pdn.png
Bar = 50 um. Pins as bars on the die edge.
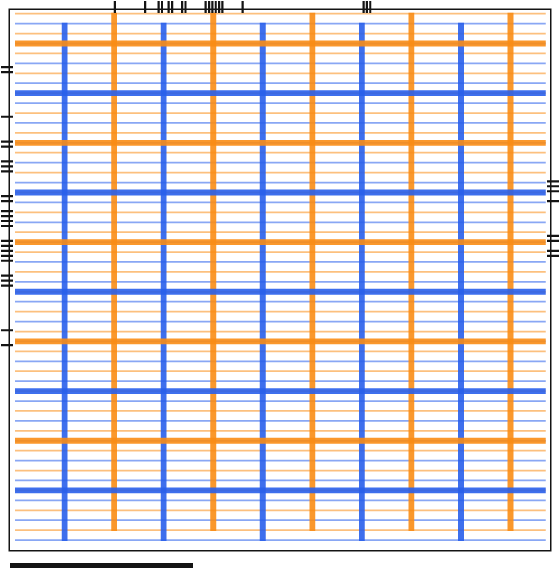
cell_classes.png
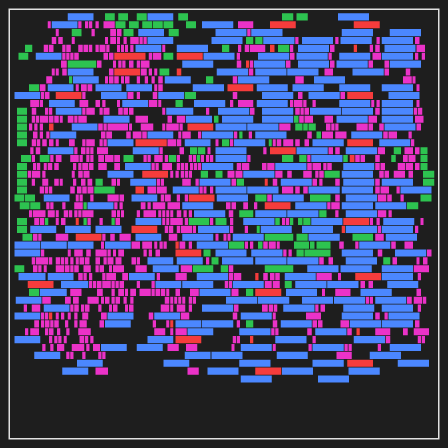
clock_map.png
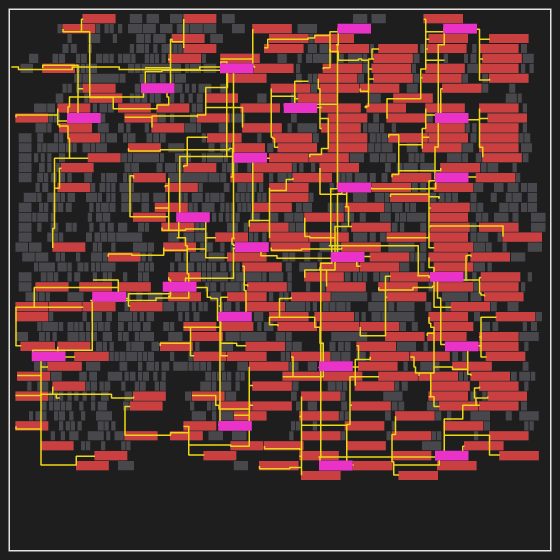
metal_stack.png
Bar = 50 um.
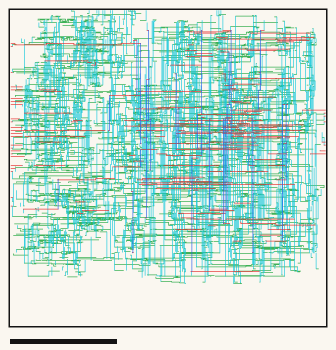
## config.mk

```make
export PLATFORM = sky130hd
export DESIGN_NAME = uart_rx_monitor
export DESIGN_NICKNAME = d
export VERILOG_FILES = /design/src/rtl/uart_rx_monitor.sv
export SDC_FILE = /design/constraint.sdc
export NUM_CORES = 1
export LEC_CHECK = 0
export ABC_AREA = 1
export CAP_MARGIN = 40
export CORE_UTILIZATION = 49
export DETAILED_ROUTE_END_ITERATION = 10
export GPL_TIMING_DRIVEN = 0
export PLACE_DENSITY = 0.71
export SYNTH_ARGS = -nofsm -noshare
export SYNTH_HDL_FRONTEND = slang
export SYNTH_SLANG_ARGS = --single-unit
export TNS_END_PERCENT = 5
```

## constraint.sdc

```tcl
create_clock -name CLOCK_50 -period 2.9 [get_ports CLOCK_50]
set_input_delay 0.58 -clock CLOCK_50 [delete_from_list [all_inputs] [get_ports CLOCK_50]]
set_output_delay 0.58 -clock CLOCK_50 [all_outputs]
set_load 0.05 [all_outputs]
```

## src/rtl/uart_rx_monitor.sv

```systemverilog
// UART receiver: 2-FF sync, mid-bit sampling, show-ahead FIFO; push 1 cycle after last stop sample, drop+overflow when full.
// Optional UART_RX_MONITOR_BREAK_EN: all-zero frames with a framing error raise break_det instead of being queued.
module uart_rx_monitor #(
  parameter int CLK_HZ     = 50000000,
  parameter int BAUD       = 115200,
  parameter int DATA_BITS  = 8,
  parameter int PARITY     = 0,
  parameter int STOP_BITS  = 1,
  parameter int FIFO_DEPTH = 16
) (
  input  logic                 CLOCK_50,
  input  logic                 RESET_N,
  input  logic                 rxd,
  output logic                 m_valid,
  input  logic                 m_ready,
  output logic [DATA_BITS-1:0] m_data,
  output logic                 m_perr,
  output logic                 m_ferr,
  output logic                 busy,
  output logic                 overflow,
  input  logic                 clr_status,
  output logic [15:0]          frame_cnt,
  output logic [15:0]          err_cnt
`ifdef UART_RX_MONITOR_BREAK_EN
  ,
  output logic                 break_det
`endif
);

  localparam int DIV  = CLK_HZ / BAUD;
  localparam int HALF = DIV / 2;
  localparam int CW   = (DIV > 1) ? $clog2(DIV) : 1;
  localparam int AW   = $clog2(FIFO_DEPTH);
  localparam int EW   = DATA_BITS + 2;

  typedef enum logic [2:0] {S_IDLE, S_START, S_DATA, S_PAR, S_STOP} state_t;

  state_t               state_q, state_d;
  logic [CW-1:0]        cnt_q, cnt_d;
  logic [3:0]           bidx_q, bidx_d;
  logic [DATA_BITS-1:0] sh_q, sh_d;
  logic                 perr_q, perr_d, ferr_q, ferr_d;
  logic                 rxd_s1_q, rxd_s_q, rxd_prev_q;
  logic                 fall, frame_done, done_ferr;

  logic [EW-1:0]        mem_q [FIFO_DEPTH];
  logic [AW:0]          wr_q, rd_q;
  logic [EW-1:0]        head;
  logic                 empty, full, pop, brk, push_req, acc, drop, err_inc;
  logic [15:0]          frame_cnt_q, frame_cnt_d, err_cnt_q, err_cnt_d;
  logic                 overflow_q, overflow_d, break_q;

  always_ff @(posedge CLOCK_50 or negedge RESET_N) begin
    if (!RESET_N) begin
      rxd_s1_q   <= 1'b1;
      rxd_s_q    <= 1'b1;
      rxd_prev_q <= 1'b1;
    end else begin
      rxd_s1_q   <= rxd;
      rxd_s_q    <= rxd_s1_q;
      rxd_prev_q <= rxd_s_q;
    end
  end

  assign fall = ~rxd_s_q & rxd_prev_q;

  always_comb begin
    state_d    = state_q;
    cnt_d      = cnt_q + CW'(1);
    bidx_d     = bidx_q;
    sh_d       = sh_q;
    perr_d     = perr_q;
    ferr_d     = ferr_q;
    frame_done = 1'b0;
    done_ferr  = ferr_q;
    case (state_q)
      S_IDLE: begin
        cnt_d = '0;
        if (fall) begin
          state_d = S_START;
          perr_d  = 1'b0;
          ferr_d  = 1'b0;
        end
      end
      S_START: begin
        if (cnt_q == CW'(HALF - 1)) begin
          cnt_d  = '0;
          bidx_d = '0;
          state_d = rxd_s_q ? S_IDLE : S_DATA;
        end
      end
      S_DATA: begin
        if (cnt_q == CW'(DIV - 1)) begin
          cnt_d  = '0;
          sh_d   = {rxd_s_q, sh_q[DATA_BITS-1:1]};
          bidx_d = bidx_q + 4'd1;
          if (bidx_q == 4'(DATA_BITS - 1)) begin
            bidx_d  = '0;
            state_d = (PARITY != 0) ? S_PAR : S_STOP;
          end
        end
      end
      S_PAR: begin
        if (cnt_q == CW'(DIV - 1)) begin
          cnt_d   = '0;
          perr_d  = ((^sh_q) ^ rxd_s_q) != (PARITY == 1);
          state_d = S_STOP;
        end
      end
      S_STOP: begin
        if (cnt_q == CW'(DIV - 1)) begin
          cnt_d = '0;
          if (!rxd_s_q) ferr_d = 1'b1;
          if (bidx_q == 4'(STOP_BITS - 1)) begin
            frame_done = 1'b1;
            done_ferr  = ferr_q | ~rxd_s_q;
            state_d    = S_IDLE;
          end else begin
            bidx_d = bidx_q + 4'd1;
          end
        end
      end
      default: state_d = S_IDLE;
    endcase
  end

  always_ff @(posedge CLOCK_50 or negedge RESET_N) begin
    if (!RESET_N) begin
      state_q <= S_IDLE;
      cnt_q   <= '0;
      bidx_q  <= '0;
      sh_q    <= '0;
      perr_q  <= 1'b0;
      ferr_q  <= 1'b0;
    end else begin
      state_q <= state_d;
      cnt_q   <= cnt_d;
      bidx_q  <= bidx_d;
      sh_q    <= sh_d;
      perr_q  <= perr_d;
      ferr_q  <= ferr_d;
    end
  end

`ifdef UART_RX_MONITOR_BREAK_EN
  assign brk = frame_done & (sh_q == '0) & done_ferr;
`else
  assign brk = 1'b0;
`endif

  // Pointers carry one wrap bit so full and empty are distinguishable.
  assign empty    = (wr_q == rd_q);
  assign full     = (wr_q[AW] != rd_q[AW]) && (wr_q[AW-1:0] == rd_q[AW-1:0]);
  assign m_valid  = ~empty;
  assign pop      = m_valid & m_ready;
  assign push_req = frame_done & ~brk;
  assign acc      = push_req & (~full | pop);
  assign drop     = push_req & full & ~pop;
  assign err_inc  = (acc & (perr_q | done_ferr)) | brk;

  always_ff @(posedge CLOCK_50) begin
    if (acc) mem_q[wr_q[AW-1:0]] <= {sh_q, perr_q, done_ferr};
  end

  assign head   = mem_q[rd_q[AW-1:0]];
  assign m_data = m_valid ? head[EW-1:2] : '0;
  assign m_perr = m_valid & head[1];
  assign m_ferr = m_valid & head[0];

  always_comb begin
    frame_cnt_d = frame_cnt_q + 16'(acc);
    err_cnt_d   = (err_inc && err_cnt_q != 16'hFFFF) ? err_cnt_q + 16'd1 : err_cnt_q;
    overflow_d  = overflow_q | drop;
    if (clr_status) begin
      frame_cnt_d = 16'(acc);
      err_cnt_d   = 16'(err_inc);
      overflow_d  = 1'b0;
    end
  end

  always_ff @(posedge CLOCK_50 or negedge RESET_N) begin
    if (!RESET_N) begin
      wr_q        <= '0;
      rd_q        <= '0;
      frame_cnt_q <= '0;
      err_cnt_q   <= '0;
      overflow_q  <= 1'b0;
      break_q     <= 1'b0;
    end else begin
      if (acc) wr_q <= wr_q + 1'b1;
      if (pop) rd_q <= rd_q + 1'b1;
      frame_cnt_q <= frame_cnt_d;
      err_cnt_q   <= err_cnt_d;
      overflow_q  <= overflow_d;
      break_q     <= brk;
    end
  end

  assign busy      = (state_q != S_IDLE);
  assign overflow  = overflow_q;
  assign frame_cnt = frame_cnt_q;
  assign err_cnt   = err_cnt_q;
`ifdef UART_RX_MONITOR_BREAK_EN
  assign break_det = break_q;
`endif

endmodule

```

==> run notes <==
Implementation results are summarized by area below.

Pwr
Looking at the group totals, the largest power group turns out to be combinational logic. The share of total power in the clock network is 0.258. The total chip power is 11.0 mW. The internal portion of the total power is between 6 and 7 mW.

For the sequential group, total power comes out at about 3.7 mW. The static leakage is just over 5 nW. Switching power as a fraction of the total was reported as 0.380. The proportion of power drawn by flip-flops and latches is 0.340. Summed over all nets, the switching power comes to 4.19 mW.

Critical path
According to the timing report, the arrival time at the worst endpoint equals 2.37 ns. The critical-path maximum fanout is 10. The kind of start point of the critical path is a flop. Traced cell by cell, the critical path runs through clkbuf_2 > o21ai_0 > o211ai_1 > nand3_1 > a21boi_1 > buf_4. The category of the most critical setup path is reg -> out. The kind of end point of the critical path is a primary output.

The cell class contributing the biggest share of worst-path delay is AND-OR/OR-AND gates. The slowest stage of the critical path is the dfrtp_2 cell.

Yosys
In this run, the synthesized area fraction spent on AND-OR/OR-AND gates is recorded as 0.101. The share of the Yosys chip area taken by registers is 0.634. Per the synthesis report, the simple-gate share of the synthesized area is 0.175. The post-synth area from yosys stat is approximately 10000 um2. The mean instance size in the synthesized netlist is around 11 um2. The portion of synthesized area spent on multiplexers is 0.00756.

The library cell occupying the most area in the post-synthesis netlist is edfxtp_1. Synthesis inferred ~230 register bits. The cell-mix breakdown from Yosys lists the XOR/XNOR area share as 0.0269. By area, the combinational part of the netlist is dominated by simple AND/OR/NAND/NOR gates.

The fraction of registers with async set or reset after synthesis is 0.310. The most common flop cell mapped by yosys is edfxtp_1. The top cell type by instance count after synthesis is nor2_1.

Clocking
The clock reaches the later pin of the worst-skew pair after ~0.52 ns. The number of buffers inserted during clock tree synthesis is 23. The buffer count from post-CTS setup fixing is 8. The CTS tree is done. The H-tree level count is 1. The tree is rooted in a clkbuf_16. Post-CTS repair changed the size of about 160 cells. Counting along the longest clock path gives a buffer depth of 3. The number of hold buffers added after CTS was 1.

Global route
Routing resource usage on met1 recorded by global route was 0.327. The global routing report lists combined usage of all routing layers as 0.249. The number of global-route vias before repair is approximately 7600. The global router reports that the layer with the highest usage is met2.

Global routing finished with a remaining overflow of 0. The met3 track demand over resource in global routing is 0.0441. The pin count of the biggest net entering global routing is around 67. The met2 layer usage reported by global route is 0.410.

Floorplan
~50 I/O pins were placed. The number of tap cells added at floorplan is ~280. For this configuration, the core starts out at a cell density of 0.498. The floorplan has 53 rows.

Cells and area
The fraction of final cell area spent on non-clock buffers in this run is 0.0889. The area fraction of clock buffers and clock inverters is 0.0562. The total number of multi-input combinational cells is 637.

Clock buffers in the final layout number 26. The multi-input logic portion of the cell area is 0.280. The sequential cell count is about 230. The share of post-route cells with drive strength above 1 is 0.155. The layout filler cell count is 1710. The post-route cell area is 12600 um2. 0 antenna diodes ended up in the layout. The sequential cells in the finished layout cover a total of roughly 6600 um2. The most common logic cell in the final layout is nor2_1. The register with the most flip-flops in the layout has about 160 of them. Leaving out buffers and inverters, the combinational logic in the layout accounts for ~3500 um2.

Final timing
The transition time at the pin with the least slew margin is around 0.9 ns. The minimum period implied by the final worst setup slack is 2.95 ns. In this build the clock could be raised as far as approximately 340 MHz. The count of final hold-check violations is 0. After layout, the worst setup slack is -0.0496 ns. In the final report, the number of endpoints failing setup comes to 6. The total count of max-transition violations in the final report is 0. The hold slack is about 0.36 ns.

Across all checked pins, the minimum headroom to the slew limit is 0.396.

Routing
For this run, design rule violations remaining after detail routing come to 0. Wire segments on met2 add up to between 10000 and 15000 um in the final route. The total routed wirelength is 25900 um. Once iteration 0 of detailed routing completed, the report listed 628 DRC markers.

The iteration count of the initial detailed-routing pass is 7. Nets still carrying antenna violations after routing amount to 0.

Run status
The checks that failed: negative setup slack. The run finished, with violations left.

Placement
Per the placement log, port buffering inserted 49 buffers. The estimated wirelength of the detail-placed design is 17200 um. The placed instances occupy a cell area of 11400 um2.

The number of placed instances with taps included is 1313. The placer congestion estimate is between 0.9 and 1.
About pdn.png:
- VSS: blue
- VDD: orange
- signal pins: 50
- met5 straps: 10
- rows: 53
die span in y: 148 um
core area: 21000 um2
die boundary width: 148 um
Peak VDD IR: 535 uV

About cell_classes.png:
- other buffers and delay cells: green (cells 115; share of their area 9.1%)
- flip-flops: blue (cells 232; share of their area 54%)
- clock drivers and dummy loads: red (cells 41; share of their area 5.8%)
- all other logic: magenta (cells 703; share of their area 31%)

About clock_map.png:
- clock wires: yellow (length 2590 um)
- flip-flops: red (count 232)
- cells driving clock nets: magenta (count 23)
- routed clock nets: 24
- flops lie: widely spread

About metal_stack.png:
- met4: blue (wire length 915 um)
- met3: red (wire length 1980 um)
- met1: green (wire length 10400 um)
- met2: cyan (wire length 12600 um)

==> path summary, 6_finish.rpt <==
| path | startpoint | depth (start not counted) | endpoint | slack, ns |
|---|---|---|---|---|
| setup / recovery | rd_q[1] | 6 | m_data[4] | -0.05 |
| hold reg to reg | rxd_s1_q | 0 | rxd_s_q | 0.36 |
| setup reg to reg | cnt_q[1] | 19 | frame_cnt[10] | 0.28 |
| max in group asynchronous | RESET_N | 3 | rxd_prev_q | 1.89 |
| min in group asynchronous | RESET_N | 2 | err_cnt[8] | 0.42 |
| hold / removal | rxd_s1_q | 0 | rxd_s_q | 0.36 |
Power figures rest on the tool's default switching activity, not on a simulated workload.
